### Placement by cell class, run 1

Bar = 20 um.
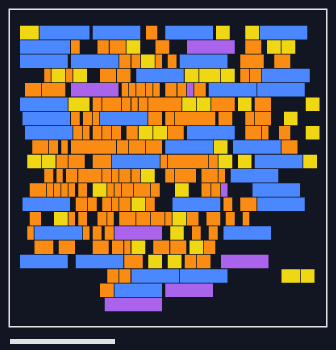
### Gate families picked out, run 1

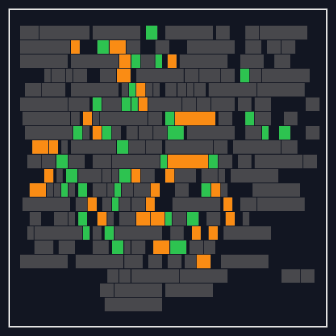
### Placed standard cells, run 1

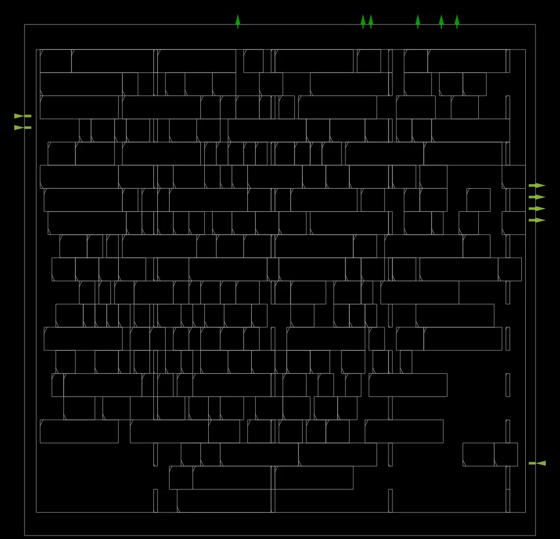
## src/rtl/key_step_gen.sv

```systemverilog
// Debounced push-button step generator: one single-cycle step per accepted press.
// Define KEY_AUTO_REPEAT_EN to add auto-repeat steps while the button stays held.
module key_step_gen #(
  parameter int unsigned DEBOUNCE_CYCLES = 500000,
  parameter int unsigned REPEAT_DELAY    = 25000000,
  parameter int unsigned REPEAT_PERIOD   = 5000000
) (
  input  logic       clk_i,
  input  logic       rst_ni,
  input  logic       key_ni,
  output logic       step_o,
  output logic       pressed_o,
  output logic [7:0] press_count_o
);

  localparam int unsigned CntW = $clog2(DEBOUNCE_CYCLES + 1);
  localparam logic [CntW-1:0] CntMax = CntW'(DEBOUNCE_CYCLES);
  localparam logic [CntW-1:0] CntOne = CntW'(1);

  localparam logic [1:0] StIdle        = 2'd0;
  localparam logic [1:0] StPressWait   = 2'd1;
  localparam logic [1:0] StHeld        = 2'd2;
  localparam logic [1:0] StReleaseWait = 2'd3;

  logic            sync1_q, key_s_q;
  logic [1:0]      state_q, state_d;
  logic [CntW-1:0] cnt_q, cnt_d;
  logic            step_q, step_d;
  logic            pressed_q, pressed_d;
  logic [7:0]      press_count_q, press_count_d;

`ifdef KEY_AUTO_REPEAT_EN
  localparam int unsigned RepMax = (REPEAT_DELAY > REPEAT_PERIOD) ? REPEAT_DELAY : REPEAT_PERIOD;
  localparam int unsigned RepW   = $clog2(RepMax);
  localparam logic [RepW-1:0] RepDelayLast  = RepW'(REPEAT_DELAY - 1);
  localparam logic [RepW-1:0] RepPeriodLast = RepW'(REPEAT_PERIOD - 1);
  localparam logic [RepW-1:0] RepOne        = RepW'(1);

  logic [RepW-1:0] rep_q, rep_d;
  logic            phase_q, phase_d; // 0: waiting first repeat, 1: periodic repeats
`else
  logic unused_repeat_params;
  assign unused_repeat_params = ^{REPEAT_DELAY, REPEAT_PERIOD};
`endif

  always_comb begin
    state_d       = state_q;
    cnt_d         = cnt_q;
    step_d        = 1'b0;
    pressed_d     = pressed_q;
    press_count_d = press_count_q + {7'd0, step_q};
`ifdef KEY_AUTO_REPEAT_EN
    rep_d         = rep_q;
    phase_d       = phase_q;
`endif
    case (state_q)
      StIdle: begin
        if (!key_s_q) begin
          state_d = StPressWait;
          cnt_d   = CntOne;
        end
      end
      StPressWait: begin
        if (key_s_q) begin
          state_d = StIdle;
          cnt_d   = '0;
        end else if (cnt_q == CntMax) begin
          state_d   = StHeld;
          step_d    = 1'b1;
          pressed_d = 1'b1;
`ifdef KEY_AUTO_REPEAT_EN
          rep_d     = '0;
          phase_d   = 1'b0;
`endif
        end else begin
          cnt_d = cnt_q + CntOne;
        end
      end
      StHeld: begin
        if (key_s_q) begin
          state_d = StReleaseWait;
          cnt_d   = CntOne;
        end
`ifdef KEY_AUTO_REPEAT_EN
        if (!phase_q && rep_q == RepDelayLast) begin
          step_d  = 1'b1;
          rep_d   = '0;
          phase_d = 1'b1;
        end else if (phase_q && rep_q == RepPeriodLast) begin
          step_d = 1'b1;
          rep_d  = '0;
        end else begin
          rep_d = rep_q + RepOne;
        end
`endif
      end
      StReleaseWait: begin
        if (!key_s_q) begin
          // Release bounce: back to held without a new step.
          state_d = StHeld;
`ifdef KEY_AUTO_REPEAT_EN
          rep_d   = '0;
`endif
        end else if (cnt_q == CntMax) begin
          state_d   = StIdle;
          cnt_d     = '0;
          pressed_d = 1'b0;
        end else begin
          cnt_d = cnt_q + CntOne;
        end
      end
      default: state_d = StIdle;
    endcase
  end

  always_ff @(posedge clk_i or negedge rst_ni) begin
    if (!rst_ni) begin
      sync1_q       <= 1'b1;
      key_s_q       <= 1'b1;
      state_q       <= StIdle;
      cnt_q         <= '0;
      step_q        <= 1'b0;
      pressed_q     <= 1'b0;
      press_count_q <= 8'd0;
`ifdef KEY_AUTO_REPEAT_EN
      rep_q         <= '0;
      phase_q       <= 1'b0;
`endif
    end else begin
      sync1_q       <= key_ni;
      key_s_q       <= sync1_q;
      state_q       <= state_d;
      cnt_q         <= cnt_d;
      step_q        <= step_d;
      pressed_q     <= pressed_d;
      press_count_q <= press_count_d;
`ifdef KEY_AUTO_REPEAT_EN
      rep_q         <= rep_d;
      phase_q       <= phase_d;
`endif
    end
  end

  assign step_o        = step_q;
  assign pressed_o     = pressed_q;
  assign press_count_o = press_count_q;

endmodule

```

## config.mk

```make
export PLATFORM = sky130hd
export DESIGN_NAME = key_step_gen
export DESIGN_NICKNAME = d
export VERILOG_FILES = /design/src/rtl/key_step_gen.sv
export SDC_FILE = /design/constraint.sdc
export NUM_CORES = 1
export LEC_CHECK = 0
export ABC_CLOCK_PERIOD_IN_PS = 2200
export CORE_UTILIZATION = 52
export CTS_BUF_LIST = sky130_fd_sc_hd__clkbuf_16
export CTS_CLUSTER_SIZE = 14
export DETAILED_ROUTE_END_ITERATION = 8
export PLACE_DENSITY = 0.86
export SYNTH_ARGS = -nofsm -noshare
export SYNTH_HDL_FRONTEND = slang
export SYNTH_SLANG_ARGS = --single-unit
```

## constraint.sdc

```tcl
create_clock -name clk_i -period 2.2 [get_ports clk_i]
set_clock_uncertainty 0.1 [all_clocks]
set_input_delay 0.44 -clock clk_i [delete_from_list [all_inputs] [get_ports clk_i]]
set_output_delay 0.44 -clock clk_i [all_outputs]
set_load 0.1 [all_outputs]
```

==> results_slide.txt, run 1 <==
Implementation Results

Run status
  – Status: finished, violations left
  – Failing checks: setup timing

Routing
  – ANT nets after route: 0
  – Metal2 WL: 2303 um

Floorplanning
  – Die area: 3607 sq um
  – Vert. Die Dim: 60.06 um
  – FP Util: 56.04%

STA
  – Post-route setup slack: -0.03012 ns
  – Slew margin rel.: 64.65%
  – Setup-failing EPs final: 1
  – Min Hold Slack: about 0.26 ns
  – Final hold violation count: 0
  – Final slew viol count: 0
  – RSZ-0062 raised after global routing: yes

Logic synthesis
  – Seq/Total Area, Yosys: 47.25%
  – Mux frac, synth: 0%
  – EDFF count, synth: 0
  – Synth flops: 33
  – Cell count after synthesis: 174
  – Syn_area_per_cell: between 10 and 15 sq um
  – Cells in synth_stat.txt: 174
  – Main logic family after synthesis: simple AND/OR/NAND/NOR gates
  – Mapped cell area: roughly 1800 sq um
  – Distinct lib cells used: 44
  – Async SR Flop Fraction: 100.0%
  – Most common cell in the synthesized netlist: dfrtp_1
  – Top cells by area: dfrtp_1 (44%), nand3_1 (3.7%), a22o_1 (3.5%), dfstp_2 (3.0%), ha_1 (2.9%)
  – Tally of yosys warning messages: 0

CTS
  – Clk pin slew, worst setup/hold paths: 0.05 ns
  – # hold bufs at CTS: 0
  – CTS tree: built
  – H-tree levels: 2

Pwr
  – Cell Int Power: 1.183 mW
  – Power, Total: 1.493 mW

Worst setup path
  – R2r setup slk: -0.03 ns
  – Cell repeated most along the worst path: buf_6
  – Logic depth of the worst path, buffers included: 9
  – Reg2reg end: cnt_q[6]$_DFFE_PN0P_
  – Setup crit end: cnt_q[6]$_DFFE_PN0P_
  – Top delay family on crit path: AND-OR/OR-AND gates

Cells and area
  – Layout area overhead: 28.55%

Hold path
  – Hold EP: key_s_q$_DFF_PN1_

Place
  – Port bufs: 12
-- 'Placement by cell class' (at the start) --
Blue shows flip-flops, cells 33, share of their area 38%. Yellow shows other buffers and delay cells, cells 40, share of their area 14%. Orange shows all other logic, cells 135, share of their area 41%. Purple shows clock drivers and dummy loads, cells 8, share of their area 7.4%.
final instance area: 2253 sq um
Core Util, Final: 72.04%
Core Rows: 20
core region area: 3128 sq um
fraction of area in registers: 36.76%

-- 'Gate families picked out' (at the start) --
Orange shows inverting AOI/OAI gates, cells 30. Green shows NAND gates, cells 34.
final cell count without fillers: 260
Comb/total area: 38.20%
Top cell excl fill/tap: buf_4

-- 'Placed standard cells' (at the start) --
registers: 33
tap cells: 44
filler cell count: 222

-- run 1: final cells by class --
cell class | count | area, sq um
clock buffers | 5 | 125.1
clock inverters | 3 | 37.54
fillers | 222 | 874.6
inverters | 9 | 33.78
multi-input cells | 126 | 860.8
flip-flops and latches | 33 | 828.3
well taps | 44 | 55.05
repair buffers | 40 | 312.8
-- run 1: power by group through the flow --
stage	logic (mW)	registers [mW]	clock network (mW)
2_1_floorplan	0.0484	0.631	0
3_3_place_gp	0.0837	0.631	0
6_report	0.0996	0.621	0.772
5_1_grt	0.106	0.622	0.796
3_5_place_dp	0.0869	0.631	0
4_1_cts	0.0899	0.621	0.776
-- run 1: state kept, by name (all words and copies together), names as in the netlist, named ones only --
name / cells
pressed_o: 1
state_q: 1
key_s_q: 1
cnt_q: 19
step_o: 1
sync1_q: 1
press_count_o: 8
### The metal 2 layer, run 1

Cells faint in the background.
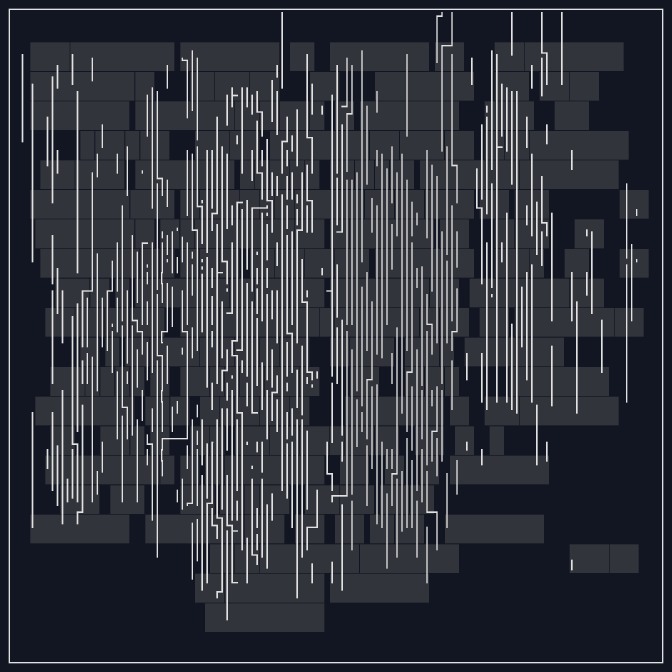

==> inputs of run 2 (changes only) <==
- CORE_UTILIZATION: 52 -> 40
- GPL_TIMING_DRIVEN: unset -> 0
- PLACE_DENSITY: 0.86 -> 0.71
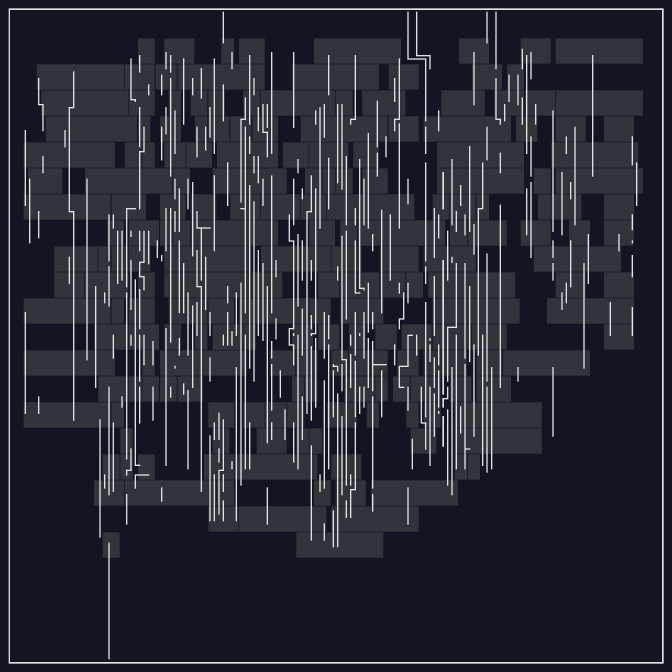
*The metal 2 layer, run 2*
Cells faint in the background.
The wires run mostly vertical. The layer carries 1,780 um of wire.

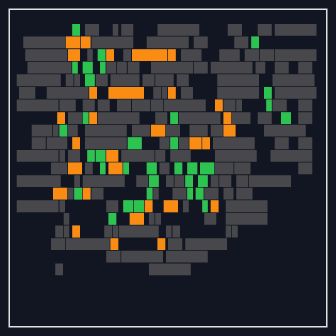
*Gate families picked out, run 2*
Orange shows inverting AOI/OAI gates, cells 30. Green shows NAND gates, cells 34.
Top cell excl fill/tap: dfrtp_1
final cell count without fillers: 256

==> run 2 against run 1 <==
The flow still finishes with violations (setup timing). Critical path depth down 2. Worst hold slack worse by 0.14 ns. Routed wire length down 17%. Critical endpoint is now cnt_q[5]$_DFFE_PN0P_. Largest power group unchanged.
==> results_slide.txt, run 2 <==
Implementation Results

Logic synthesis
  – Synth flops: 33
  – Tally of yosys warning messages: 0
  – Cell count after synthesis: between 150 and 200
  – Async SR Flop Fraction: 100.0%
  – Top_reg_cell synth: dfrtp_1
  – Syn_area_per_cell: 10.07 sq um
  – Distinct lib cells used: about 44
  – Most common cell in the synthesized netlist: dfrtp_1
  – Seq/Total Area, Yosys: 47.25%
  – Cells in synth_stat.txt: 174
  – Mapped cell area: 1753 sq um
  – EDFF count, synth: 0
  – Top cells by area: dfrtp_1 (44%), nand3_1 (3.7%), a22o_1 (3.5%), dfstp_2 (3.0%), ha_1 (2.9%)

CTS
  – H-tree levels: 2
  – Clk pin slew, worst setup/hold paths: 0.05 ns
  – CTS tree: built
  – CTS Sinks: 33
  – Clock Path Buffers: 2
  – # hold bufs at CTS: 0

Job
  – OpenROAD warnings: 29

STA
  – Min Hold Slack: 0.1193 ns
  – Final slew viol count: 0
  – Slew margin rel.: between 30% and 40%
  – RSZ-0062 raised after global routing: yes
  – Final hold violation count: 0
  – Setup-failing EPs final: 11
  – Post-route setup slack: -0.04748 ns

Run status
  – Status: finished, violations left
  – Failing checks: setup timing

Pwr
  – Flop pwr share: 45.3%
  – P_seq: 621 uW
  – Combinational power share: under 10%
  – Largest Pwr Group: clock
  – Comb. pwr: approximately 93 uW
  – Sw frac: 22.16%
  – Cell Int Power: 1.069 mW
  – Clock Power: 659 uW
  – Power, Total: 1.373 mW

Cells and area
  – Most frequent cells in the layout: dfrtp_1 (29), nand3_1 (13), buf_4 (13)
  – Top reg by flops: cnt_q
  – Registers: 33
  – Comb/total area: 39.90%
  – Gate Area: 884.6 sq um
  – Max FFs per register: 19
  – Filler cell count: between 300 and 400
  – Core Util, Final: 53.88%
  – Non-CTS buffers: 31
  – Storage cell area: around 830 sq um
  – Non-CTS inverters: 9
  – Final instance area: 2217 sq um
  – Layout clock area frac: 6.433%
  – Layout area overhead: 26.48%
  – Biggest Area Class: logic gates
  – Fraction of area in registers: a little under two fifths
  – CLK BUF: 5
  – Signal buffers share of area: 11.85%
  – Multi-input gates: 125

Routing
  – Metal2 WL: roughly 1800 um
  – ANT nets after route: 0
  – DRC: 0
  – Drt first pass iters: 4
  – Routed met3 length: 148 um
  – Routed wire length: 3764 um

Worst setup path
  – WP data arrival: 2.31 ns
  – Setup crit end: cnt_q[5]$_DFFE_PN0P_
  – Logic depth of the worst path, buffers included: 7
  – R2r setup slk: -0.05 ns
  – Cell repeated most along the worst path: buf_6
  – Top delay family on crit path: simple AND/OR/NAND/NOR gates
  – Reg2reg end: cnt_q[5]$_DFFE_PN0P_
  – Critical Path Slowest Stage Cell: or4_4
  – CP startpoint kind: flip-flop

Global routing
  – Largest net degree at the start of global routing: 34
  – Initial antenna violation count: 0
  – Vias in the first global route: roughly 1,300

Floorplanning
  – Core Rows: 23
  – Die area: between 4000 and 5000 sq um
  – Vert. Die Dim: 68.20 um
  – Tap cells: around 50
  – FP Util: 42.60%
  – Core region area: 4115 sq um

Place
  – Placer Congestion: ~0.82
  – Port bufs: 12
  – DP Cell Count: between 200 and 250
  – Pre-CTS WS: -0.2649 ns
run 2: netlist changes by cell type in the layout (fill, tap and decap cells not counted), moves of 3 or more:
| cell | delta |
|---|---|
| buf_4 | -23 |
| dlygate4sd2_1 | +10 |
| o21ai_0 | -3 |
| o21ai_2 | +3 |
run 2: cell families after synthesis:
| kind of cell | Yosys count | share of synthesized area [%] |
|---|---|---|
| adder cells (fa/ha/maj) | 4 | 2.855 |
| flip-flops | 33 | 47.25 |
| XOR/XNOR | 6 | 2.998 |
| buffers and inverters | 16 | 5.210 |
| AND-OR/OR-AND | 45 | 20.13 |
| AND/OR/NAND/NOR | 70 | 21.56 |
run 2: repair_timing:
item	in CTS	in global routing
buffers inserted	7	6
endpoints found under the hold margin	0	0
gates resized	16	12
endpoints found under the setup margin	29	21
cloned	1	0
pin swaps	13	7
==> inputs of run 3 (changes only) <==
- CAP_MARGIN: unset -> 10
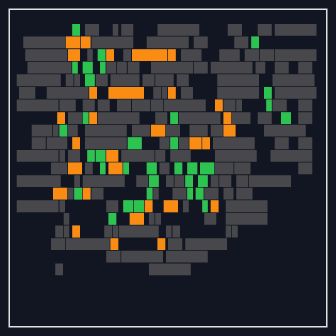
*Gate families picked out, run 3*
Green shows NAND gates, cells 34. Orange shows inverting AOI/OAI gates, cells 30.

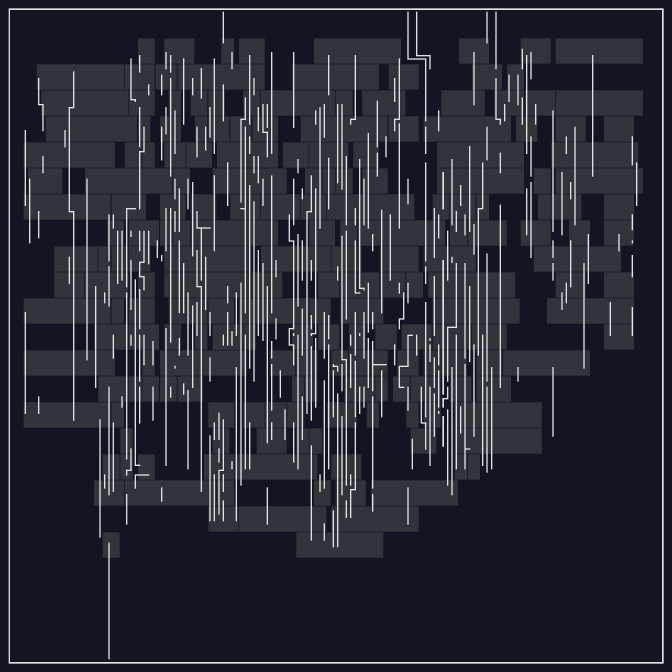
*The metal 2 layer, run 3*
Cells faint in the background.
The layer carries 1,780 um of wire. The layer holds 47% of the routed length. The wires run mostly vertical. The longest straight run is 21.8 um.

==> run 3 against run 2 <==
The run still ends with setup timing left. Final cell count did not move. Sequential share of layout area did not move. Combinational power barely moved. Total power did not move. Critical path type unchanged. Largest cell class unchanged.
==> results_slide.txt, run 3 <==
Implementation Results

Logic synthesis
  – Top_reg_cell synth: dfrtp_1
  – Most common cell in the synthesized netlist: dfrtp_1
  – Yosys adder share: approximately 2.9%
  – Top cells by area: dfrtp_1 (44%), nand3_1 (3.7%), a22o_1 (3.5%), dfstp_2 (3.0%), ha_1 (2.9%)
  – And+or+nand+nor area frac: 21.56%
  – Distinct lib cells used: 44
  – Seq/Total Area, Yosys: 47.25%
  – Main logic family after synthesis: simple AND/OR/NAND/NOR gates
  – EDFF count, synth: 0
  – Cell count after synthesis: 174
  – Complex Gates by Area: about 20%
  – Syn_area_per_cell: between 10 and 15 sq um
  – Cells in synth_stat.txt: 174
  – Async SR Flop Fraction: 100.0%
  – Mux frac, synth: 0%
  – Mapped cell area: 1753 sq um

STA
  – Min Hold Slack: 0.1193 ns
  – Slew margin rel.: 36.17%
  – Post-route setup slack: -0.04748 ns
  – RSZ-0062 raised after global routing: yes
  – Final slew viol count: 0
  – Setup-failing EPs final: 11
  – Final hold violation count: 0
  – Tmin final: 2.247 ns

Place
  – DP Cell Count: 236
  – Pre-CTS WS: -0.2649 ns
  – Placer Congestion: just over 0.8
  – Port bufs: 12

Cells and area
  – Layout area overhead: 26.48%
  – Final instance area: approximately 2200 sq um
  – Top reg by flops: cnt_q
  – Core Util, Final: 53.88%
  – Top cell excl fill/tap: dfrtp_1
  – Max FFs per register: 19
  – Most frequent cells in the layout: dfrtp_1 (29), nand3_1 (13), buf_4 (13)
  – Final cell count without fillers: 256
  – Filler cell count: between 300 and 400

Run status
  – Failing checks: setup timing
  – Status: finished, violations left

Pwr
  – Leakage: around 0.99 nW

Routing
  – ANT nets after route: 0
  – Routed wire length: roughly 3800 um
  – DRC: 0
  – Metal2 WL: 1778 um
  – Drt first pass iters: 4

Worst setup path
  – Top delay family on crit path: simple AND/OR/NAND/NOR gates
  – R2r setup slk: -0.05 ns
  – Reg2reg end: cnt_q[5]$_DFFE_PN0P_
  – Critical Path Slowest Stage Cell: or4_4
  – WP data arrival: 2.31 ns
  – Logic depth of the worst path, buffers included: 7
  – CP startpoint kind: flip-flop

Global routing
  – Largest net degree at the start of global routing: 34
  – Initial antenna violation count: 0
  – Vias in the first global route: 1,289

CTS
  – TritonCTS buffer count: 5
  – H-tree levels: 2
  – CTS tree: built
  – CTS Sinks: 33
  – Cells resized by post-CTS repair: 16
  – # hold bufs at CTS: 0
  – Postcts setup bufs: 7
  – Clock Path Buffers: 2
  – Clk pin slew, worst setup/hold paths: ~0.050 ns

Floorplanning
  – FP Util: 42.60%
  – Vert. Die Dim: between 60 and 70 um
  – Die area: 4651 sq um
  – Num ports: 13

Job
  – OpenROAD warnings: 29
-- run 3: layout make-up --
type | count | area (sq um) | share of cell area, %
Multi-Input combinational cell | 125 | 884.6 | 39.90
Sequential cell | 33 | 830.8 | 37.47
Timing Repair Buffer | 25 | 216.5 | 9.763
Clock buffer | 5 | 125.1 | 5.643
Tap cell | 50 | 62.56 | 2.822
Buffer | 6 | 46.29 | 2.088
Inverter | 9 | 33.78 | 1.524
Clock inverter | 3 | 17.52 | 0.7901
-- run 3: power breakdown --
part / internal [mW] / leakage (nW) / total (mW) / switching (mW)
registers: 0.616 / 0.445 / 0.621 / 0.00553
logic: 0.0392 / 0.470 / 0.0932 / 0.0539
clock network: 0.414 / 0.0696 / 0.659 / 0.245
Power and IR drop assume default switching activity.
